--- src/rtl/boron_wrapper.sv ---
// BORON-style 64-bit block cipher with an 80-bit key, one round per clock.
// Define BORON_RESTART_EN to let a start during an encryption abort it and reload.
module boron_wrapper #(
  parameter int Key_Bit_Size     = 80,
  parameter int Number_of_Rounds = 26
) (
  input  logic                    clk,
  input  logic                    reset,
  input  logic                    start,
  input  logic [Key_Bit_Size-1:0] Key,
  input  logic [63:0]             Plain_Text,
  output logic [63:0]             Cipher_Text,
  output logic                    done,
  output logic                    busy
);

  if (Key_Bit_Size != 80) begin : g_key_size_check
    $error("boron_wrapper: Key_Bit_Size must be 80");
  end

  if (Number_of_Rounds < 2 || Number_of_Rounds > 31) begin : g_rounds_check
    $error("boron_wrapper: Number_of_Rounds must be in 2..31");
  end

  localparam logic [4:0]  last_round = 5'(Number_of_Rounds);
  // Nibble i of the table holds S(i).
  localparam logic [63:0] sbox_table = 64'h6358_F02D_AC97_1B4E;

  typedef enum logic {
    IDLE,
    RUN
  } state_t;

  state_t      fsm;
  logic [4:0]  rc;
  logic [63:0] data;
  logic [79:0] k;
  logic [63:0] round_out;
  logic [79:0] key_next;
  logic        restart;

  function automatic logic [3:0] sbox(input logic [3:0] x);
    return sbox_table[{x, 2'b00} +: 4];
  endfunction

  function automatic logic [63:0] boron_round(input logic [63:0] s, input logic [63:0] rk);
    logic [63:0] x;
    logic [63:0] y;
    logic [15:0] w0;
    logic [15:0] w1;
    logic [15:0] w2;
    logic [15:0] w3;
    x = s ^ rk;
    y = '0;
    for (int i = 0; i < 16; i++) begin
      y[4*i +: 4] = sbox(x[4*i +: 4]);
    end
    w0 = {y[14:0],  y[15]};
    w1 = {y[27:16], y[31:28]};
    w2 = {y[40:32], y[47:41]};
    w3 = {y[54:48], y[63:55]};
    return {w3, w2 ^ w3, w1, w0 ^ w1};
  endfunction

  function automatic logic [79:0] key_schedule(input logic [79:0] kin, input logic [4:0] rnd);
    logic [79:0] kr;
    kr         = {kin[66:0], kin[79:67]};
    kr[3:0]    = sbox(kr[3:0]);
    kr[63:59]  = kr[63:59] ^ rnd;
    return kr;
  endfunction

  assign round_out = boron_round(data, k[63:0]);
  assign key_next  = key_schedule(k, rc);

`ifdef BORON_RESTART_EN
  assign restart = start;
`else
  assign restart = 1'b0;
`endif

  // Final edge of a run only whitens with RK_N; earlier edges apply a full round.
  always_ff @(posedge clk or negedge reset) begin
    if (!reset) begin
      fsm         <= IDLE;
      rc          <= '0;
      data        <= '0;
      k           <= '0;
      Cipher_Text <= '0;
      done        <= 1'b0;
      busy        <= 1'b0;
    end else begin
      done <= 1'b0;
      case (fsm)
        IDLE: begin
          if (start) begin
            data <= Plain_Text;
            k    <= 80'(Key);
            rc   <= 5'd1;
            busy <= 1'b1;
            fsm  <= RUN;
          end
        end
        RUN: begin
          if (restart) begin
            data <= Plain_Text;
            k    <= 80'(Key);
            rc   <= 5'd1;
          end else if (rc == last_round) begin
            Cipher_Text <= data ^ k[63:0];
            done        <= 1'b1;
            busy        <= 1'b0;
            rc          <= '0;
            fsm         <= IDLE;
          end else begin
            data <= round_out;
            k    <= key_next;
            rc   <= rc + 5'd1;
          end
        end
        default: fsm <= IDLE;
      endcase
    end
  end

endmodule

--- config.mk ---
export PLATFORM = sky130hd
export DESIGN_NAME = boron_wrapper
export DESIGN_NICKNAME = d
export VERILOG_FILES = /design/src/rtl/boron_wrapper.sv
export SDC_FILE = /design/constraint.sdc
export NUM_CORES = 1
export LEC_CHECK = 0
export CAP_MARGIN = 0
export CORE_MARGIN = 2
export CORE_UTILIZATION = 30
export DETAILED_ROUTE_END_ITERATION = 10
export GPL_ROUTABILITY_DRIVEN = 0
export PLACE_DENSITY = 0.58
export SETUP_SLACK_MARGIN = 0.1
export SLEW_MARGIN = 15
export SYNTH_ARGS = -nofsm -noshare
export SYNTH_HDL_FRONTEND = slang
export SYNTH_SLANG_ARGS = --single-unit
--- constraint.sdc ---
create_clock -name clk -period 1.76 [get_ports clk]
set_input_delay 0.352 -clock clk [delete_from_list [all_inputs] [get_ports clk]]
set_output_delay 0.352 -clock clk [all_outputs]
set_load 0.005 [all_outputs]
==> metrics.yaml <==
post_dp_cell_area_um2: 16800
async_flop_share: 1.00
violations: "negative setup slack"
yosys.area_share.simple: 0.118
skew_ps: 12.4
xor_share: 0.126
slew_headroom: 0.625
hold_viol_final: 0
tritoncts: "built"
tightestPinTransition_ps: 546
status: "finished, violations left"
ys_seq_frac: 0.444
io_pins: 213
die_h_um: 205
crit_type: "register to register"
clock.fmax_mhz: 499
vias_per_cell: 4.99
antenna_left: 0
place_hpwl_mm: 33.9
overflow: 0
slew_violations: 0
timing.final.crit_period_ps: 2010
avgRoutedWirePerCell_um: 20.8
final_cell_mix: "dfrtp_1, buf_4, nand2_1"
top_cells_by_area: "dfrtp_1, mux2i_1, o21ai_0"
clockRootBuffer: "clkbuf_16"
required_ps: 2190
routed_wl_mm: 48.3
aoi_share: 0.162
logic_area_um2: 7910
die_area_um2: 42200
hold_path.class: "input port to async pin"
setup_viol: 63
finalClockPeriodUsage: 1.14
port_buffers: 212
ys_ff: 216
synth-edff-count: 0
yosys_area_um2: 12200
antenna_found_initial: 2
netlist_area_um2: 12200
synth.cells.most_frequent: "nand2_1, dfrtp_1, o21ai_0, mux2i_1, xnor2_1"
htree_levels: 1
fin_ws_ps: -246
grt_max_degree: 64
clk_pin_slew_ps: 60
holdWs_ps: 323
drc: 0
critPathSlowestCell: "dfrtp_1"
lay_top_count: "dfrtp_1"
avgSynthCellArea_um2: 9.42
drv_cap: 0
pre_cts_ws_ps: -164
logic_family: "AND-OR/OR-AND gates"
path_cells: "xnor2_2 -> buf_4 -> buf_6 -> buf_4 -> a211oi_2 -> a21oi_1 -> buf_4 -> xnor2_2 -> a21o_1"
yosys_warnings: 0
fin_area_um2: 20500
flop_area_um2: 5420
final_util: 0.513
vias: 11600
yosys_most_used_dff: "dfrtp_1"
netlist.area_leader.share: 0.444
grt_pass1_vias: 11600
slowest_delay_ps: 410
area_growth_pct: 68.3
clkLatencyLatePin_ps: 550
drt-initial-drc-count: 770
tool_warnings: 40
path_max_fanout: 4
grt_pass1_wl_mm: 69.5
cp-end-kind: "register"
dr.pass1.iters: 4
tns_ps: -3660
cts_buffer_depth: 3
grt_setup_unrepaired: "yes"
yosys.cell_count.top_type: "nand2_1"
critPathMostFrequentCell: "buf_4"
==> area by class of cell <==
type,count,share of cell area
clock buffers,35,0.0369
well taps,525,0.0321
multi-input cells,989,0.386
diodes,2,0.000244
inverters,20,0.00428
clock inverters,13,0.00831
flip-flops and latches,216,0.264
repair buffers,524,0.268
==> final timing paths <==
| check | from | end | slack [ps] | cells past startpoint |
|---|---|---|---|---|
| min in group clk | Plain_Text[6] | data[6] | 400 | 3 |
| min | reset | Cipher_Text[56] | 320 | 2 |
| max reg2reg | data[28] | data[3] | -250 | 9 |
| min reg2reg | Cipher_Text[18] | Cipher_Text[18] | 470 | 2 |
| max | data[28] | data[3] | -250 | 9 |
| max in group asynchronous | reset | k[31] | 850 | 3 |
==> flip-flops by register name, indices dropped and copies added, names as in the netlist <==
register / count
Cipher_Text: 64
fsm: 1
data: 64
done: 1
rc: 5
k: 80
busy: 1
==> per-layer routing <==
metal | vias to the layer above | GRT usage | routed length [um]
li1 | 5424 | - | -
met1 | 5695 | 0.303 | 21200
met2 | 414 | 0.351 | 22300
met3 | 75 | 0.0371 | 3270
met4 | 0 | 0.0663 | 1430
met5 | - | 0 | 0
==> worst max-delay path: cells and delay by family (launching register included) <==
family                 cells  cell delay, ps
AND-OR/OR-AND              3             580
XOR/XNOR                   2             300
buffers and inverters      4             590
flip-flops                 1             410
==> repair_timing <==
item | CTS | global route
hold endpoints to repair | 33 | 0
hold buffers | 1 | 0
setup endpoints to repair | 191 | 172
setup buffers | 63 | 19
cloned | 19 | 12
resized | 268 | 265
pin swaps | 94 | 140
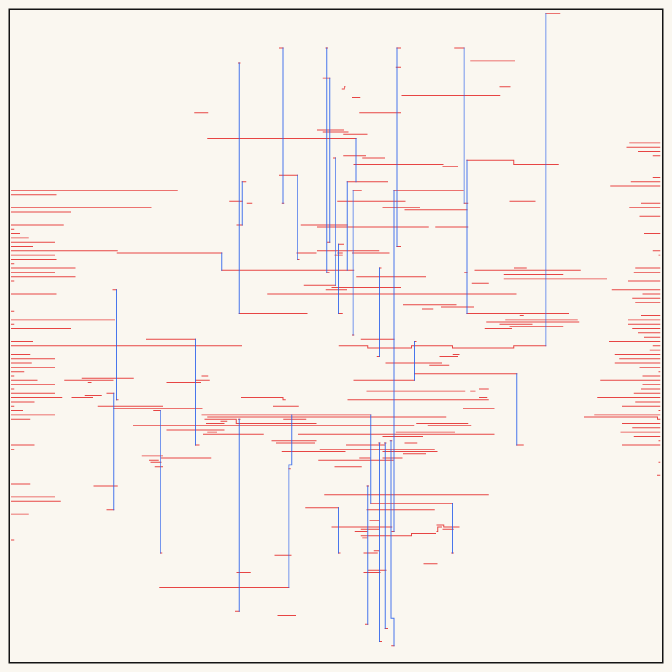
(images/metal_stack.png)
Only two layers are drawn.
layer	color	wire length
met3	red	3270 um
met4	blue	1430 um

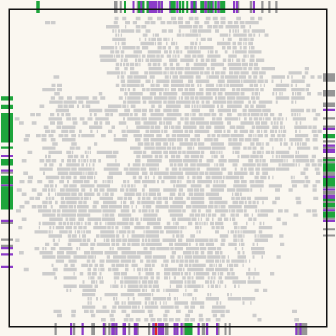
(images/pins.png)
Pins as bars across the die edge, other pins in gray.
port	color	pins	direction	edge
`busy`	red	1	output	bottom
`Key`	green	80	input	37 left, 21 top, 17 right, 5 bottom
`Plain_Text`	purple	64	input	23 top, 23 bottom, 11 right, 7 left
all pins by edge	57 top, 55 bottom, 53 right, 48 left

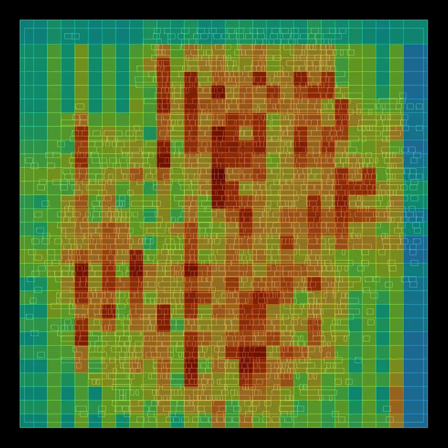
(images/final_congestion.png)
Global Route Usage Sum: 0.219
most used routing layer: met2

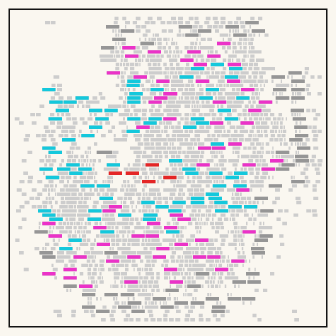
(images/registers.png)
name in the netlist	color	sequential cells
`rc`	red	5
`k`	cyan	80
`data`	magenta	64

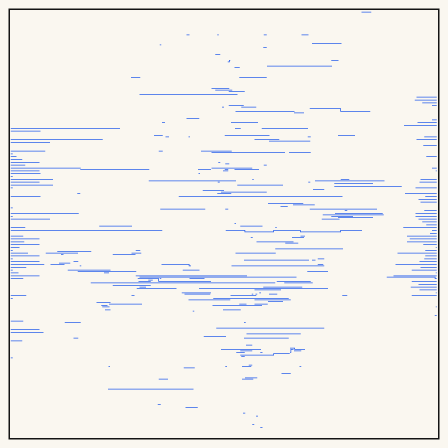
(images/met3.png)
main direction	horizontal
share of all routed wire	6.8%
longest straight run	88.3 um

